===== src/rtl/uart_tx_sched.sv =====
// uart_tx_sched: round-robin sharing of one UART byte transmitter with optional tag byte, stop gap and watchdog
module uart_tx_sched #(
    parameter int NREQ = 4,
    parameter int STOP_GAP = 0,
    parameter int TAG_EN = 0,
    parameter int TIMEOUT = 4096,
    localparam int IW = NREQ > 1 ? $clog2(NREQ) : 1
) (
    input  logic              clk,
    input  logic              rst,
    input  logic [NREQ-1:0]   req_valid,
    input  logic [8*NREQ-1:0] req_data,
    output logic [NREQ-1:0]   req_ready,
    output logic [7:0]        snd_data,
    output logic              snd_valid,
    input  logic              snd_active,
    input  logic              snd_done,
    output logic [IW-1:0]     grant_id,
    output logic              busy,
    output logic              err
);
    typedef enum logic [2:0] {IDLE, ISSUE_TAG, WAIT_TAG, ISSUE_DATA, WAIT_DATA, GAP} state_t;
    localparam int MX = TIMEOUT > STOP_GAP ? TIMEOUT : STOP_GAP;
    localparam int CW = $clog2(MX + 2);
    localparam state_t AFTER = STOP_GAP > 0 ? GAP : IDLE;
    state_t state, next;
    logic [CW-1:0] cnt;
    logic [IW-1:0] ptr, win;
    logic [7:0] byte_q, snd_data_d;
    logic found, snd_valid_d, in_wait, to, gap_end, accept;
    logic unused_active;
    assign unused_active = snd_active;
    assign in_wait = state == WAIT_TAG || state == WAIT_DATA;
    assign to = in_wait && !snd_done && TIMEOUT != 0 && cnt == CW'(TIMEOUT - 1);
    assign gap_end = cnt == CW'(STOP_GAP - 1);
    assign accept = state == IDLE && found;
    // first valid requester at or after ptr, wrapping
    always_comb begin
        int j;
        found = 1'b0;
        win = ptr;
        j = 0;
        for (int k = 0; k < NREQ; k++) begin
            j = int'(ptr) + k;
            if (j >= NREQ) j = j - NREQ;
            if (!found && req_valid[j]) begin
                found = 1'b1;
                win = IW'(j);
            end
        end
    end
    always_ff @(posedge clk) begin
        if (rst) state <= IDLE;
        else state <= next;
    end
    always_comb begin
        next = state;
        case (state)
            IDLE:       next = found ? (TAG_EN != 0 ? ISSUE_TAG : ISSUE_DATA) : IDLE;
            ISSUE_TAG:  next = WAIT_TAG;
            WAIT_TAG:   next = snd_done ? ISSUE_DATA : to ? AFTER : WAIT_TAG;
            ISSUE_DATA: next = WAIT_DATA;
            WAIT_DATA:  next = (snd_done || to) ? AFTER : WAIT_DATA;
            GAP:        next = gap_end ? IDLE : GAP;
            default:    next = IDLE;
        endcase
    end
    always_comb begin
        req_ready = accept ? NREQ'(1) << win : '0;
        busy = state != IDLE;
        err = to;
        snd_valid_d = next == ISSUE_TAG || next == ISSUE_DATA;
        snd_data_d = accept ? (TAG_EN != 0 ? (8'hA0 | 8'(win)) : req_data[8*win +: 8])
                   : (state == WAIT_TAG && snd_done) ? byte_q : snd_data;
    end
    always_ff @(posedge clk) begin
        if (rst) begin
            cnt <= '0;
            ptr <= '0;
            grant_id <= '0;
            byte_q <= '0;
            snd_valid <= 1'b0;
            snd_data <= '0;
        end else begin
            cnt <= state != next ? '0 : cnt + 1'b1;
            snd_valid <= snd_valid_d;
            snd_data <= snd_data_d;
            if (accept) begin
                byte_q <= req_data[8*win +: 8];
                grant_id <= win;
                ptr <= win == IW'(NREQ - 1) ? '0 : win + 1'b1;
            end
        end
    end
endmodule


===== config.mk =====
export PLATFORM = sky130hd
export DESIGN_NAME = uart_tx_sched
export DESIGN_NICKNAME = d
export VERILOG_FILES = /design/src/rtl/uart_tx_sched.sv
export SDC_FILE = /design/constraint.sdc
export NUM_CORES = 1
export LEC_CHECK = 0
export CORE_UTILIZATION = 50
export DETAILED_ROUTE_END_ITERATION = 10
export GPL_TIMING_DRIVEN = 1
export PLACE_DENSITY = 0.86
export SYNTH_ARGS = -nofsm -noshare
export SYNTH_HDL_FRONTEND = slang
export SYNTH_SLANG_ARGS = --single-unit

===== constraint.sdc =====
create_clock -name clk -period 4.9 [get_ports clk]
set_clock_uncertainty 0.1 [all_clocks]
set_input_delay 1.225 -clock clk [delete_from_list [all_inputs] [get_ports clk]]
set_output_delay 1.225 -clock clk [all_outputs]
set_load 0.1 [all_outputs]

Figure 1. Routing congestion map (run 1).
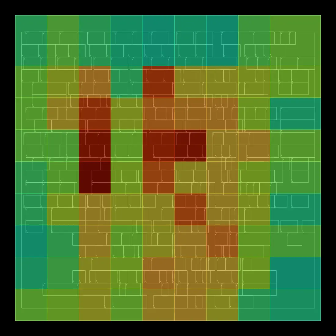
average wire length per cell after detail routing: 13.90 um
GR peak layer: met2
met2 track demand over resource: 0.3890
met1 Resource Use GR: 0.2763
global routing usage on met3: 0.04310

Figure 2. Met1 routing (run 1).
(6 px per um) Supply wires on this layer in grey.
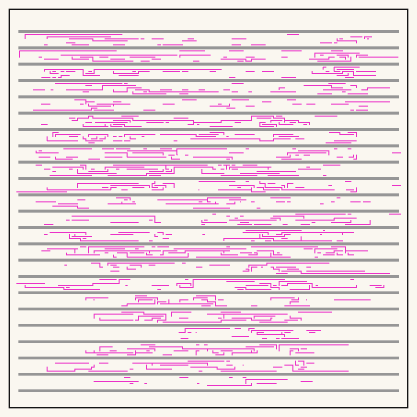
- share of all routed wire: 43%
- nets with wire on the layer: 290
- longest straight run: 21.2 um
- main direction: horizontal

==> flow_metrics.py, run 1 <==
# Flow results
metrics = {
    "place": {
        "instance_area_after_placement_um2": 2640,
        "placer_s_final_routability_congestion_estimate": 0.7798,
        "dp_cells": 322,
        "port_buffers": 55,
    },
    "synthesis": {
        "synth_top_cell_by_area": "dfxtp_1",
        "synthMostInstantiatedCell": "dfxtp_1",
        "ys.flops": 37,
        "yosysUniqueCellTypes": 39,
        "synth-cells-yosys": 232,
        "synthXorXnorAreaFrac": 0.05532,
        "ys_chip_area_um2": 2058,
        "number_of_enable_type_register_cells_in_the_synthesized_netlist": 0,
        "area_fraction_of_the_dominant_cell_type_after_synthesis": 0.3599,
        "top_logic_kind": "simple AND/OR/NAND/NOR gates",
        "synth.avg_cell_area_um2": 8.872,
        "ys_sh_adder": 0.03040,
        "ys_top_cells_by_count": "dfxtp_1 (37), nor2_1 (22), mux2i_1 (17), o221ai_1 (17)",
    },
    "sta": {
        "slew_headroom": 0.3296,
        "setup_tns_final_ns": 0,
        "finalCriticalPeriod_ns": 4.506,
        "timing_max_transition_violations_final": 0,
        "tightest_slew_ns": 1.002,
        "maxClockFrequency_mhz": 221.9,
    },
    "route": {
        "initialDrtViolationCount": 86,
        "total_via_count_in_the_routed_design": 1863,
        "detail_route.wirelength_um": 4588,
        "detail_route.vias_per_cell": 5.645,
        "drt_pass1_iterations": 4,
    },
    "final_layout": {
        "antenna-diode-count": 0,
        "buf_share": 0.2189,
        "nMultiInputCombCells": 169,
        "dominant-cell-class": "multi-input combinational cells",
        "final_nets": 326,
        "final_layout_size_suffix_gt1_frac": 0.09929,
        "register_share_of_the_cell_area": 0.2688,
        "clock_buffer_count": 5,
        "nNonClkInverters": 11,
        "buffers_excl_clock": 57,
        "layout.filler_cells": 274,
        "post-route-cell-area_um2": 2755,
        "seq_area_um2": 740.7,
        "flop-count": 37,
    },
    "cts": {
        "clk_sinks": 37,
        "cts_setup_buffers": 0,
        "clock_path_buffers": 2,
        "tritoncts": "done",
        "cts_made_buffers": 5,
        "cts-htree-levels": 2,
        "clk_transition_reported_paths_ns": 0.07,
        "cts.root.buffer_cell": "clkbuf_8",
        "holdBufCountCts": 0,
    },
    "floorplanning": {
        "initCoreUtil": 0.5418,
        "die_area_um2": 4377,
        "die.size.y_um": 66.16,
        "core_um2": 3799,
    },
    "grt": {
        "pin_count_of_the_biggest_net_entering_global_routing": 27,
        "grt_first_pass_wirelength_um": 7596,
        "via_count_of_the_first_global_routing_pass": 1702,
    },
    "setup_path": {
        "critPathSlowestCell": "clkdlybuf4s50_1",
        "crit_required_ns": 3.58,
        "cp_cell_sequence": "clkdlybuf4s50_1 > and3b_1 > or4_1 > nand2_4 > inv_1 > ha_1 > and3_1 > buf_12",
        "setup.worst_path.class": "in -> out",
        "setup.worst_path.start": "req_valid[3]",
        "timing.critical_path.buf_inv": 3,
        "worstRegToRegCells": 5,
        "setup.worst_path.end_class": "output port",
    },
    "flow_run": {
        "max_cap_check_violation_count": 0,
    },
    "worst_hold_path": {
        "hold_path_depth": 2,
        "hold_path.class": "reg -> reg",
    },
    "pwr": {
        "power.share.clock": 0.246,
        "ir_worst_vdd_uv": 295.8,
        "power.density_nw_per_um2": 392.9,
        "power_frac_comb": 0.415,
        "cell_internal_pwr_mw": 0.6446,
    },
    "run_status": {
        "outcome": "finished clean",
    },
}
Figure 3. Selected gate families (run 1).
(8 px per um)
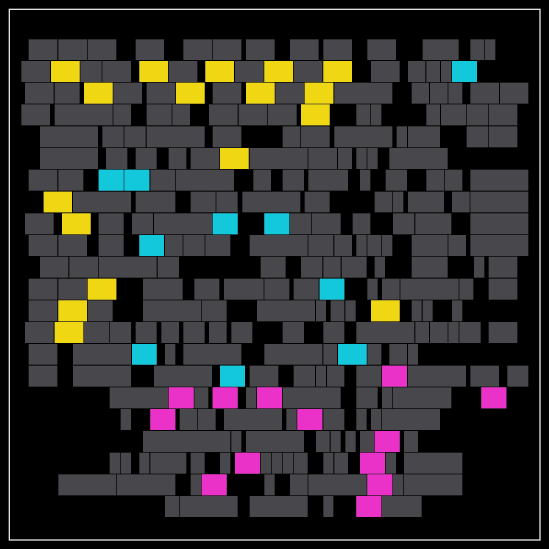
- yellow: mux cells (cells 17)
- cyan: non-inverting ao/oa cells (cells 10)
- magenta: xor and xnor cells (cells 13)
Comb/total area: 0.4337
final non-filler cell total: 330
most instantiated logic cell after routing: clkdlybuf4s50_1

run 1: sequential cells by signal, indices dropped and copies added, names as in the netlist:
| register | count |
|---|---|
| ptr | 2 |
| snd_data | 8 |
| grant_id | 2 |
| byte_q | 8 |
| snd_valid | 1 |
| state | 3 |
| cnt | 13 |
run 1: stage by stage:
step                  util  worst slack [ns]
finish              0.7253            0.3943
global route        0.7253            0.3297
CTS                 0.7253            0.3902
detailed placement  0.6950            0.3989
global placement    0.6950            0.4434
floorplan                -            0.4334
run 1: final timing paths:
check	endpoint	slack [ns]
hold reg to reg	grant_id[1]	0.36
setup / recovery	req_ready[0]	0.39
hold / removal	grant_id[1]	0.36
setup reg to reg	byte_q[2]	2.30
run 1: power groups by stage:
stage / clock network [mW] / registers, mW / logic [mW]
finish: 0.266 / 0.367 / 0.449
global route: 0.283 / 0.372 / 0.477
CTS: 0.270 / 0.367 / 0.452
detailed placement: 0 / 0.373 / 0.450
global placement: 0 / 0.372 / 0.445
floorplan: 0 / 0.490 / 0.211
run 1: per-layer routing:
layer / vias to the layer above / track usage / wire length (um)
li1: 938 / - / -
met1: 856 / 0.2763 / 1965
met2: 57 / 0.3890 / 2271
met3: 12 / 0.04310 / 230
met4: 0 / 0.1197 / 121
met5: - / 0 / 0
run 1: layout by cell type (no fill, tap or decap), types with 2 or more instances in the layout:
cell type        count
nand2_1             11
or4_1                3
nor2_1              22
ha_1                 5
a22oi_1              8
clkbuf_8             5
nand3_1              5
nand3b_1             8
buf_12               4
o221ai_1            17
nor2b_1              5
a22o_1               7
nand4_1              2
buf_4                3
or2_2                8
or3_1                4
xor2_1               4
inv_1               11
and3_1               5
xnor2_1              9
clkdlybuf4s50_1     50
dfxtp_1             37
a21oi_1              6
nor3_1               6
mux2i_1             17
o21ai_0              3
==> inputs of run 2 (changes only) <==
==> constraint.sdc (replaced) <==
create_clock -name clk -period 4.9 [get_ports clk]
set_clock_uncertainty 0.1 [all_clocks]
set_input_delay 0.735 -clock clk [delete_from_list [all_inputs] [get_ports clk]]
set_output_delay 0.735 -clock clk [all_outputs]
set_load 0.1 [all_outputs]
Figure 4. Close-up of the layout (run 2).
Window x 18 to 48, y 31 to 61 um. Cells in grey, sequential cells in the stronger grey; small squares are vias.
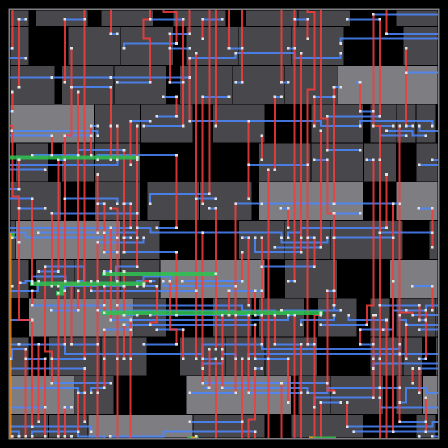
- green: metal 3
- blue: metal 1
- orange: metal 4
- red: metal 2
- cells with their middle in the window: 69
- most frequent: clkdlybuf4s50_1 (14), mux2i_1 (9), dfxtp_1 (9)
- netlist names of flops here include: byte_q (5), snd_data (3)
- sequential cells in the window: 9

Figure 5. Routed metal, one colour a layer (run 2).
(6 px per um) Only two layers are drawn.
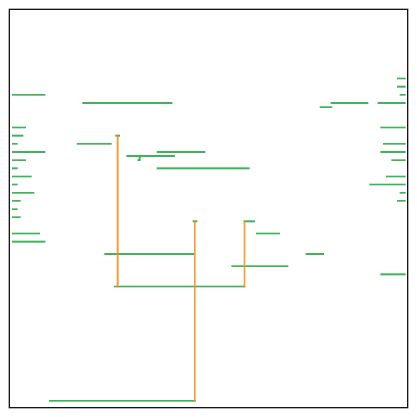
- orange: metal 4 (wire length 66.0 um)
- green: metal 3 (wire length 210 um)

==> run 2 against run 1 <==
  * Maximum frequency is 18% higher
  * Area after synthesis stayed put
  * Synthesized cell count stayed put
  * Largest power group unchanged
==> flow_metrics.py, run 2 <==
# Flow results
metrics = {
    "run_status": {
        "outcome": "finished clean",
    },
    "route": {
        "detail_route.wirelength_um": 4694,
        "detail_route.vias_per_cell": 5.820,
        "total_via_count_in_the_routed_design": 1903,
        "drt_pass1_iterations": 4,
        "average_wire_length_per_cell_after_detail_routing_um": 14.35,
        "initialDrtViolationCount": 139,
    },
    "final_layout": {
        "area.share.combinational": 0.4480,
        "register_share_of_the_cell_area": 0.2789,
        "finalCoreUtilization": 0.6993,
        "buf_share": 0.2025,
        "nNonClkInverters": 11,
        "buffers_excl_clock": 55,
        "largest_register_ff_count": 13,
        "final_nets": 324,
        "layout.filler_cells": 310,
        "final_layout_size_suffix_gt1_frac": 0.08244,
        "clock_buffer_count": 7,
        "final_cell_count_no_fill": 327,
        "max_flop_register": "cnt",
        "layout_top_cell": "clkdlybuf4s50_1",
        "antenna-diode-count": 0,
        "nMultiInputCombCells": 169,
        "dominant-cell-class": "multi-input combinational cells",
    },
    "synthesis": {
        "top_logic_kind": "simple AND/OR/NAND/NOR gates",
        "synth_top_cell_by_area": "dfxtp_1",
        "synthMostInstantiatedCell": "dfxtp_1",
        "ys_chip_area_um2": 2058,
        "synth-cells-yosys": 232,
        "ys_sh_adder": 0.03040,
        "ys_top_cells_by_count": "dfxtp_1 (37), nor2_1 (22), mux2i_1 (17), o221ai_1 (17)",
        "synthXorXnorAreaFrac": 0.05532,
        "synth.avg_cell_area_um2": 8.872,
        "yosysUniqueCellTypes": 39,
    },
    "floorplanning": {
        "core_um2": 3799,
        "initCoreUtil": 0.5418,
        "die_area_um2": 4377,
    },
    "grt": {
        "grt_first_pass_wirelength_um": 7714,
        "pin_count_of_the_biggest_net_entering_global_routing": 27,
    },
    "setup_path": {
        "cp_cell_sequence": "clkdlybuf4s50_1 > and3b_1 > or4_1 > nand2_4 > inv_1 > ha_1 > and3_1 > buf_4",
        "critPathSlowestCell": "clkdlybuf4s50_1",
        "rr_endpoint": "snd_data[6]",
        "setup.worst_path.end_class": "output port",
        "worstSetupStartpointType": "input port",
        "worstRegToRegCells": 4,
        "crit_required_ns": 4.07,
        "setup.worst_path.class": "in -> out",
    },
    "cts": {
        "clk_transition_reported_paths_ns": 0.07,
        "number_of_cells_upsized_or_downsized_after_cts": 0,
        "holdBufCountCts": 0,
        "tritoncts": "done",
        "clock_path_buffers": 2,
        "clk_sinks": 37,
        "cts-htree-levels": 2,
        "cts_made_buffers": 5,
        "cts.root.buffer_cell": "clkbuf_8",
    },
    "place": {
        "dp_cells": 320,
        "port_buffers": 55,
        "placer_s_final_routability_congestion_estimate": 0.7964,
    },
    "pwr": {
        "power.density_nw_per_um2": 379.7,
        "ir_worst_vdd_uv": 214.7,
    },
    "sta": {
        "slew_headroom": 0.3340,
        "timing_max_transition_violations_final": 0,
        "setup_tns_final_ns": 0,
        "maxClockFrequency_mhz": 261.6,
        "finalCriticalPeriod_ns": 3.822,
    },
    "worst_hold_path": {
        "hold_endpoint": "grant_id[1]",
        "hold_path_depth": 2,
        "hold_path.class": "reg -> reg",
    },
}
## run 2: cell count changes in the layout (fill, tap and decap cells not counted), sizes merged
cell,delta
buf,-2
clkinv,-1
clkinvlp,-1
bufinv,-1
clkbuf,+2
## run 2: power breakdown
part | switching (mW) | leakage, nW | internal [mW]
clock | 0.0978 | 0.0443 | 0.111
combinational | 0.287 | 0.627 | 0.139
sequential | 0.0344 | 0.303 | 0.339
total | 0.420 | 0.974 | 0.589
## run 2: worst max-delay path: cells and delay by family
| family | cells | cell delay (ns) |
|---|---|---|
| AND/OR/NAND/NOR | 4 | 1.13 |
| buffers and inverters | 3 | 0.91 |
| adder cells (fa/ha/maj) | 1 | 0.20 |
## run 2: routing by layer
layer  routed length [um]  share of wire  vias to the layer above  GRT usage
met2                 2353           0.50                       57     0.4018
met1                 2064           0.44                      900     0.2862
li1                     -              -                      940          -
met3                  210          0.045                        6    0.05172
met5                    0              0                        -          0
met4                   65          0.014                        0    0.07181
## run 2: metrics by stage
stage	total power [mW]	instance area (um^2)	setup slack, ns
floorplan	0.7002	2058	0.4402
global placement	0.7971	2570	1.142
detailed placement	0.8037	2570	1.065
CTS	1.014	2656	1.068
global route	1.055	2656	0.9760
finish	1.009	2656	1.078
## run 2: worst max path at each step
| stage | from | end | slack (ns) | cells after the start |
|---|---|---|---|---|
| CTS | req_valid[3] | req_ready[1] | 1.07 | 8 |
| global route | req_valid[3] | req_ready[1] | 0.98 | 8 |
| detailed placement | req_valid[3] | req_ready[1] | 1.07 | 8 |
| finish | req_valid[3] | req_ready[1] | 1.08 | 8 |
| global placement | req_valid[3] | req_ready[1] | 1.14 | 8 |
| floorplan | cnt[0] | err | 0.44 | 6 |
Power figures rest on the tool's default switching activity, not on a simulated workload.
